<file path="config.mk">
export PLATFORM = sky130hd
export DESIGN_NAME = status_unit
export DESIGN_NICKNAME = d
export VERILOG_FILES = /design/src/rtl/status_unit.sv
export SDC_FILE = /design/constraint.sdc
export NUM_CORES = 1
export LEC_CHECK = 0
export CAP_MARGIN = 25
export CELL_PAD_IN_SITES_DETAIL_PLACEMENT = 1
export CELL_PAD_IN_SITES_GLOBAL_PLACEMENT = 1
export CORE_MARGIN = 5
export CORE_UTILIZATION = 22
export DETAILED_ROUTE_END_ITERATION = 10
export GPL_TIMING_DRIVEN = 0
export PLACE_DENSITY_LB_ADDON = 0.1
export SYNTH_ARGS = -nofsm -noshare
export SYNTH_HDL_FRONTEND = slang
export SYNTH_SLANG_ARGS = --single-unit
</file>
<file path="constraint.sdc">
create_clock -name clk -period 1.6 [get_ports clk]
set_clock_uncertainty 0.05 [all_clocks]
set_input_delay 0.32 -clock clk [delete_from_list [all_inputs] [get_ports clk]]
set_output_delay 0.32 -clock clk [all_outputs]
set_load 0.02 [all_outputs]
</file>
<file path="src/rtl/status_unit.sv">
// Processor status (P) register, branch evaluation and NMI/IRQ poll unit for the 6502 core.
// Define STATUS_IRQ_DELAY_EN to qualify IRQs with the previous I flag (one-instruction CLI/SEI/PLP delay).
module status_unit #(
  parameter logic [7:0] P_RESET = 8'h24
) (
  input  logic       clk,
  input  logic       rst_n,
  input  logic [7:0] alu_status,
  input  logic       alu_wr,
  input  logic [7:0] plp_data,
  input  logic       plp_wr,
  output logic [7:0] status,
  input  logic       push_brk,
  output logic [7:0] push_data,
  input  logic [2:0] br_cond,
  output logic       br_taken,
  input  logic       nmi_n,
  input  logic       irq_n,
  input  logic       poll,
  output logic       int_pending,
  output logic       int_nmi,
  input  logic       int_ack
);

  localparam int FLAG_N = 7;
  localparam int FLAG_V = 6;
  localparam int FLAG_B = 4;
  localparam int FLAG_I = 2;
  localparam int FLAG_Z = 1;
  localparam int FLAG_C = 0;

  typedef enum logic {
    IDLE,
    PEND
  } state_t;

  state_t     state;
  state_t     state_next;
  logic       int_nmi_next;
  logic [7:0] p_reg;
  logic [7:0] p_next;
  logic       nmi_q;
  logic       nmi_edge;
  logic       nmi_latch;
  logic       irq_q;
  logic       irq_mask;
  logic       br_flag;

  // A pulled byte never changes the stored B or bit5; the ALU path writes every bit.
  always_comb begin
    p_next = p_reg;
    if (plp_wr) begin
      p_next = {plp_data[7:6], p_reg[5], p_reg[FLAG_B], plp_data[3:0]};
    end else if (alu_wr) begin
      p_next = alu_status;
    end
    if (int_ack) begin
      p_next[FLAG_I] = 1'b1;
    end
  end

  always_ff @(posedge clk) begin
    if (!rst_n) begin
      p_reg <= P_RESET;
    end else begin
      p_reg <= p_next;
    end
  end

  assign status    = p_reg | 8'h20;
  assign push_data = {status[7:6], 1'b1, push_brk, status[3:0]};

  always_comb begin
    br_flag = 1'b0;
    case (br_cond[2:1])
      2'b00:   br_flag = p_reg[FLAG_N];
      2'b01:   br_flag = p_reg[FLAG_V];
      2'b10:   br_flag = p_reg[FLAG_C];
      default: br_flag = p_reg[FLAG_Z];
    endcase
  end

  assign br_taken = (br_flag == br_cond[0]);

`ifdef STATUS_IRQ_DELAY_EN
  logic i_prev;

  always_ff @(posedge clk) begin
    if (!rst_n) begin
      i_prev <= 1'b1;
    end else begin
      i_prev <= p_reg[FLAG_I];
    end
  end

  assign irq_mask = i_prev;
`else
  assign irq_mask = p_reg[FLAG_I];
`endif

  assign nmi_edge = nmi_q & ~nmi_n;

  // A fresh NMI edge coinciding with the acknowledge of the previous NMI must not be lost.
  always_ff @(posedge clk) begin
    if (!rst_n) begin
      nmi_q     <= 1'b1;
      nmi_latch <= 1'b0;
      irq_q     <= 1'b0;
    end else begin
      nmi_q <= nmi_n;
      irq_q <= ~irq_n;
      if (nmi_edge) begin
        nmi_latch <= 1'b1;
      end else if (int_ack && int_nmi) begin
        nmi_latch <= 1'b0;
      end
    end
  end

  always_ff @(posedge clk) begin
    if (!rst_n) begin
      state   <= IDLE;
      int_nmi <= 1'b0;
    end else begin
      state   <= state_next;
      int_nmi <= int_nmi_next;
    end
  end

  // Once pending, the sequencer is committed: polls are ignored and the source is frozen.
  always_comb begin
    state_next   = state;
    int_nmi_next = int_nmi;
    case (state)
      IDLE: begin
        if (poll) begin
          if (nmi_latch) begin
            state_next   = PEND;
            int_nmi_next = 1'b1;
          end else if (irq_q && !irq_mask) begin
            state_next   = PEND;
            int_nmi_next = 1'b0;
          end
        end
      end
      PEND: begin
        if (int_ack) begin
          state_next = IDLE;
        end
      end
      default: state_next = IDLE;
    endcase
  end

  assign int_pending = (state == PEND);

endmodule

</file>
Run 1, zoomed window:
Window x 3 to 28, y 35 to 60 µm. Cells in grey, sequential cells in the stronger grey; small squares are vias.
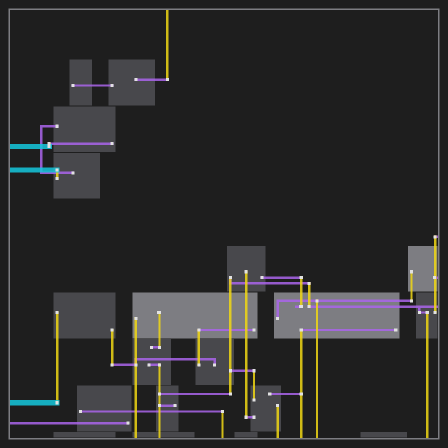
met2: shown in yellow. met1: shown in purple. met3: shown in cyan.
Netlist names of flops here include nmi_latch (1), nmi_q (1). Sequential cells in the window: 2. 14 logic cells have their middle in the window.

Run 1, met1 routing:
Scale: 8 px per µm.
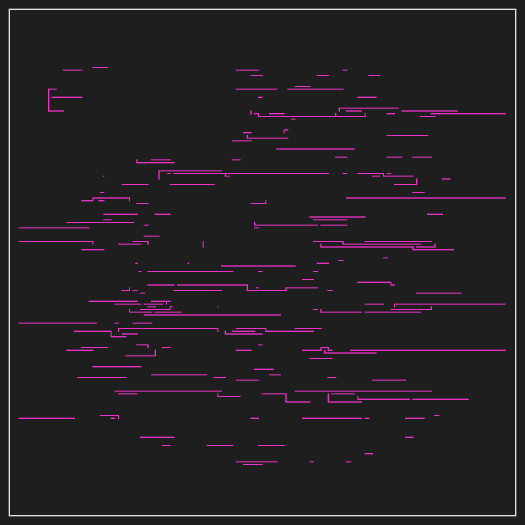
The layer carries 702 µm of wire. The wires run mostly horizontal. The layer holds 41% of the routed length.
final WL: 1.70 mm
Vias: 611

==> results.cfg, run 1 <==
; physical design summary
[pwr]
power.switching_mw = 0.208
power_frac_clock_pct = 30.7
power.total_mw = 0.790
pg_clk_mw = 0.242
ir_drop_mv = 0.599
p_comb_mw = 0.215
cellPowerDensity_mw_per_mm2 = 733
pg_seq_mw = 0.332
p_sw_share_pct = 26.4

[synthesis]
synthCells = 68
yosys.area.top_type_share_pct = 38.7
yosys-top-cells-count = dfxtp_1, buf_4, nand2_1, nor2b_1, mux2i_1
synthSimpleGateAreaFrac_pct = 20.8
yosys.area.top_type = dfxtp_1
xor_area_share_pct = 1.41
yosysCellCount = 68
synth_warnings = 0
ys_chip_area_um2 = 621
topCombFamilyByArea = simple AND/OR/NAND/NOR gates
syn_area_um2 = 621
yosys.cell_count.top_type = dfxtp_1
top_cells_by_area = dfxtp_1, buf_4, mux2i_1, nor2b_1, and2_1

[timing]
fin_setup_tns_ps = -171
setup_viol = 1
rsz0062_at_grt = yes
post-route-min-period_ps = 1770
finalCritPeriodShare_pct = 111
setup_ws_ps = -171
holdWs_ps = 434

[worst_setup_path]
critical_path.startpoint = p_reg[1]$_SDFFE_PN0P_
path_cells = mux4_2, xnor2_2, buf_4
worst_r2r_endpoint = int_nmi$_SDFFE_PN0P_
crit_buf_inv = 1
critPathCapture = br_taken
cpPeakStageDelay_ps = 490
crit_fanout = 4
required_ps = 1230
cp.arrival_ps = 1400
rrSetupSlack_ps = 690
cp-end-kind = primary output
rr_startpoint = p_reg[2]$_SDFFE_PP1P_
slowest_stage = mux4_2
r2r_cells = 3
start_kind = flop
cp.depth = 3

[grt]
grt_pass1_vias = 644
grt_antenna_before_repair = 0
grt_max_degree = 11
grt_util_met1_pct = 9.04

[floorplan]
die-area_mm2 = 0.00398
fp-utilization_pct = 22.7
ios = 47
fp.dieH_um = 63.1

[final_layout]
final_cell_mix = clkdlybuf4s50_1, dlygate4sd2_1, buf_4, dfxtp_1
logic_gates = 44
clockNetworkAreaShare_pct = 3.37
flops = 12
area_growth_pct = 73.6
fin_cells = 143
comb_area_um2 = 304
largest_reg_flops = 7
inverters_excl_clock = 1
regArea_um2 = 243
signal_buffers = 51
n_fill_cell = 328
nonClkBufAreaFrac_pct = 41.9

[cts]
cts_resized = 23
clock-sinks = 12
h-tree-depth = 1
clkSlewWorstSetupHoldPaths_ps = 80
clk_latency_ps = 270
cts_buffers = 3
cts_hold_buf = 0
clock_path_buffers = 2

[drt]
detail_route.vias_per_cell = 4.27
dr_wl_met3_um = 206
met1_length_um = 701

[min_path]
min_from = alu_wr
hold_depth = 3
worstHoldEndpoint = p_reg[2]$_SDFFE_PP1P_

[run_status]
violations = setup timing
outcome = finished, violations left

[place]
gp_congestion = 0.709
dp_hpwl_mm = 1.36
dpl_cell_area_mm2 = 0.00106
dp.cells = 139

[flow_run]
tool_warnings = 31
drv_cap = 0
Run 1, cell classes on the final placement:
Scale: 6 px per µm.
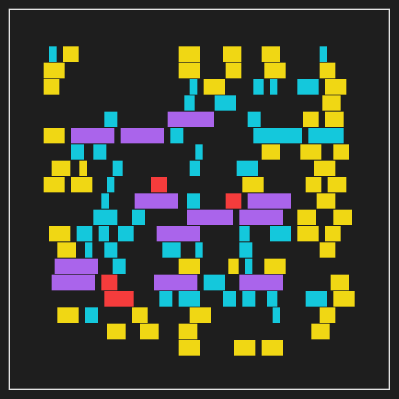
other buffers and delay cells: shown in yellow, cells 51. flops: shown in purple, cells 12. clock drivers and dummy loads: shown in red, cells 4. all other logic: shown in cyan, cells 45.
sequential portion of the cell area: 22.5%
final core utilization: 39.4%
design area: 0.00108 mm²
Core ar.: 0.00273 mm²
Rows: 19

Run 1, track usage over the die:
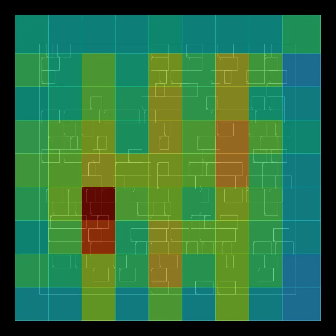
post-DR wirelength/cell: 11.9 µm
met2 Track Usage GR: 15.1%
Top Usage Layer GRT: met2
All-Layer GR Usage: 8.82%
GR Util met3: 4.62%

Run 1, sizing map:
Scale: 6 px per µm.
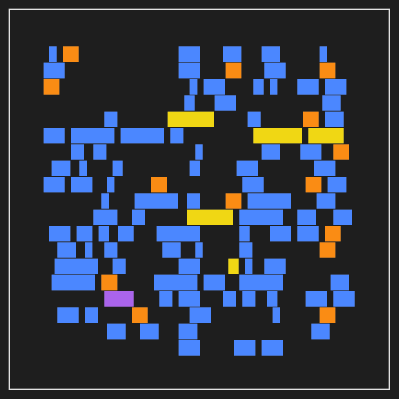

==> run 2, diff against run 1 <==
- CORE_UTILIZATION: 22 -> 24
- clock period: 1.6 -> 2.3 ns (I/O delays scaled with it)
Run 2, sizing map:
Scale: 6 px per µm.
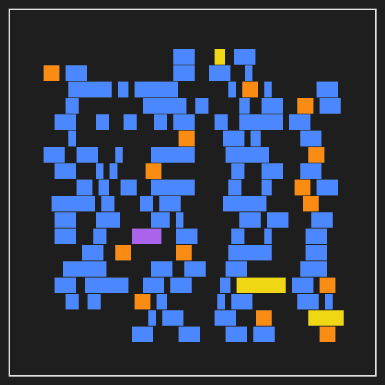
drive 6 and up: shown in purple, cells 1, share 0.89%. drive 3 to 4: shown in orange, cells 14, share 13%. drive 1 or less: shown in blue, cells 94, share 84%. drive 2: shown in yellow, cells 3, share 2.7%.
non-clock buffer count: 51
setup slack after layout: 236 ps

Run 2, track usage over the die:
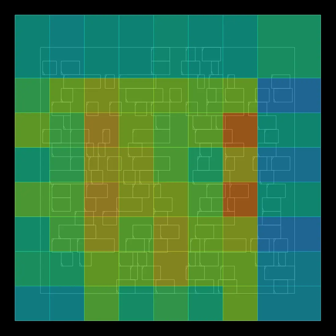
met2 Track Usage GR: 18.8%
final core utilization: 44.2%
All-Layer GR Usage: 10.7%

Run 2, met1 routing:
Scale: 8 px per µm.
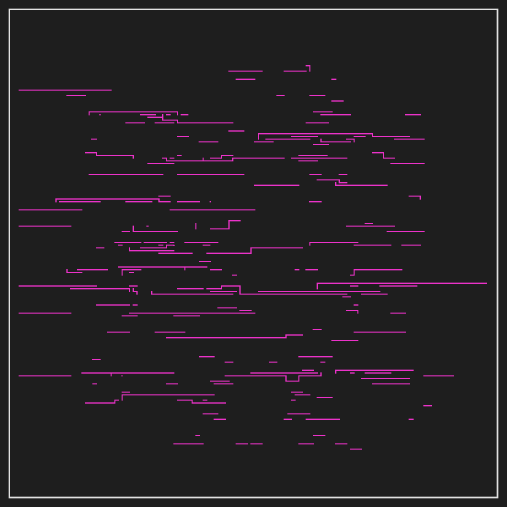
111 nets have wire on it. The layer carries 689 µm of wire. The layer holds 39% of the routed length. The wires run mostly horizontal. The longest straight run is 21.2 µm.
final WL: 1.75 mm
met1 Track Usage GR: 11.0%
Vias: 615

==> run 2 against run 1 <==
- the flow now finishes without violations
- routed wire length grew 3.1%
- final area grew 1.7%
- sequential power decreased by about 30%
- synthesized cell count unchanged
- register-to-register slack better by 700 ps
- combinational power shrank 24%
- critical endpoint unchanged
- critical path depth up 1
- sequential share of layout area fell by 0.61 points
- critical path type is now in2out
- hold slack improved by 25 ps
- die size down 7.0%
==> results.cfg, run 2 <==
; physical design summary
[cts]
clock-sinks = 12
clkSlewWorstSetupHoldPaths_ps = 80
clock_path_buffers = 2
cts_hold_buf = 0
clk_latency_ps = 270
cts_buffers = 3
cts_resized = 6

[final_layout]
regArea_um2 = 240
nonClkBufAreaFrac_pct = 43.3
fin_cells = 142
flops = 12
inverters_excl_clock = 1
final_cell_area_mm2 = 0.00110
logic_gates = 44
seq_area_share_pct = 21.9
n_fill_cell = 303
largest_reg_flops = 7
final_cell_mix = clkdlybuf4s50_1, dfxtp_1, buf_4, nand2_1, nor2b_1
area_growth_pct = 76.6
clockNetworkAreaShare_pct = 3.31

[pwr]
power.switching_mw = 0.145
p_comb_mw = 0.163
pg_seq_mw = 0.231
ir_drop_mv = 0.312
power.total_mw = 0.561
power_frac_clock_pct = 29.8
p_sw_share_pct = 25.9
intPower_mw = 0.415
pg_clk_mw = 0.167
share_comb_of_total_power_pct = 29.0

[place]
gp_congestion = 0.680
dp.cells = 138
dpl_cell_area_mm2 = 0.00105
dp_hpwl_mm = 1.45

[synthesis]
synthSimpleGateAreaFrac_pct = 20.8
synthCells = 68
ff_type = dfxtp_1
topCombFamilyByArea = simple AND/OR/NAND/NOR gates
yosys-top-cells-count = dfxtp_1, buf_4, nand2_1, nor2b_1, mux2i_1
top_cells_by_area = dfxtp_1, buf_4, mux2i_1, nor2b_1, and2_1
yosysCellCount = 68
xor_area_share_pct = 1.41
ys_sh_mux_pct = 14.9
yosys.area.top_type = dfxtp_1
syn_area_um2 = 621
ys_chip_area_um2 = 621
yosys.cell_count.top_type = dfxtp_1

[worst_setup_path]
start_kind = input port
path_cells = clkdlybuf4s50_1, mux4_2, xnor2_2, buf_4
crit_buf_inv = 2
slowest_stage = clkdlybuf4s50_1
crit_fanout = 1
critPathCapture = br_taken
rr_startpoint = p_reg[2]$_SDFFE_PP1P_
r2r_cells = 3
rrSetupSlack_ps = 1390
cp.arrival_ps = 1550
worst_r2r_endpoint = int_nmi$_SDFFE_PN0P_
cp.depth = 4

[grt]
busiest_layer = met2
grt_pass1_vias = 681
grt.met3_usage_pct = 4.47
grt_antenna_before_repair = 0
grt_max_degree = 11

[flow_run]
drv_cap = 0
tool_warnings = 29

[min_path]
worstHoldEndpoint = int_pending$_SDFF_PN0_
hold_depth = 2
min_from = int_pending$_SDFF_PN0_

[drt]
dr_wl_met3_um = 196
detail_route.vias_per_cell = 4.33
wl_per_cell_um = 12.3
met1_length_um = 688

[floorplan]
ios = 47
fp-utilization_pct = 25.1
fp.dieH_um = 60.9
die-area_mm2 = 0.00370
rows = 18
coreArea_mm2 = 0.00248

[timing]
setup_viol = 0
rsz0062_at_grt = no
finalCritPeriodShare_pct = 89.7
post-route-min-period_ps = 2060

[run_status]
outcome = finished clean
No activity file was given, so power comes from the tool's default toggle rates.
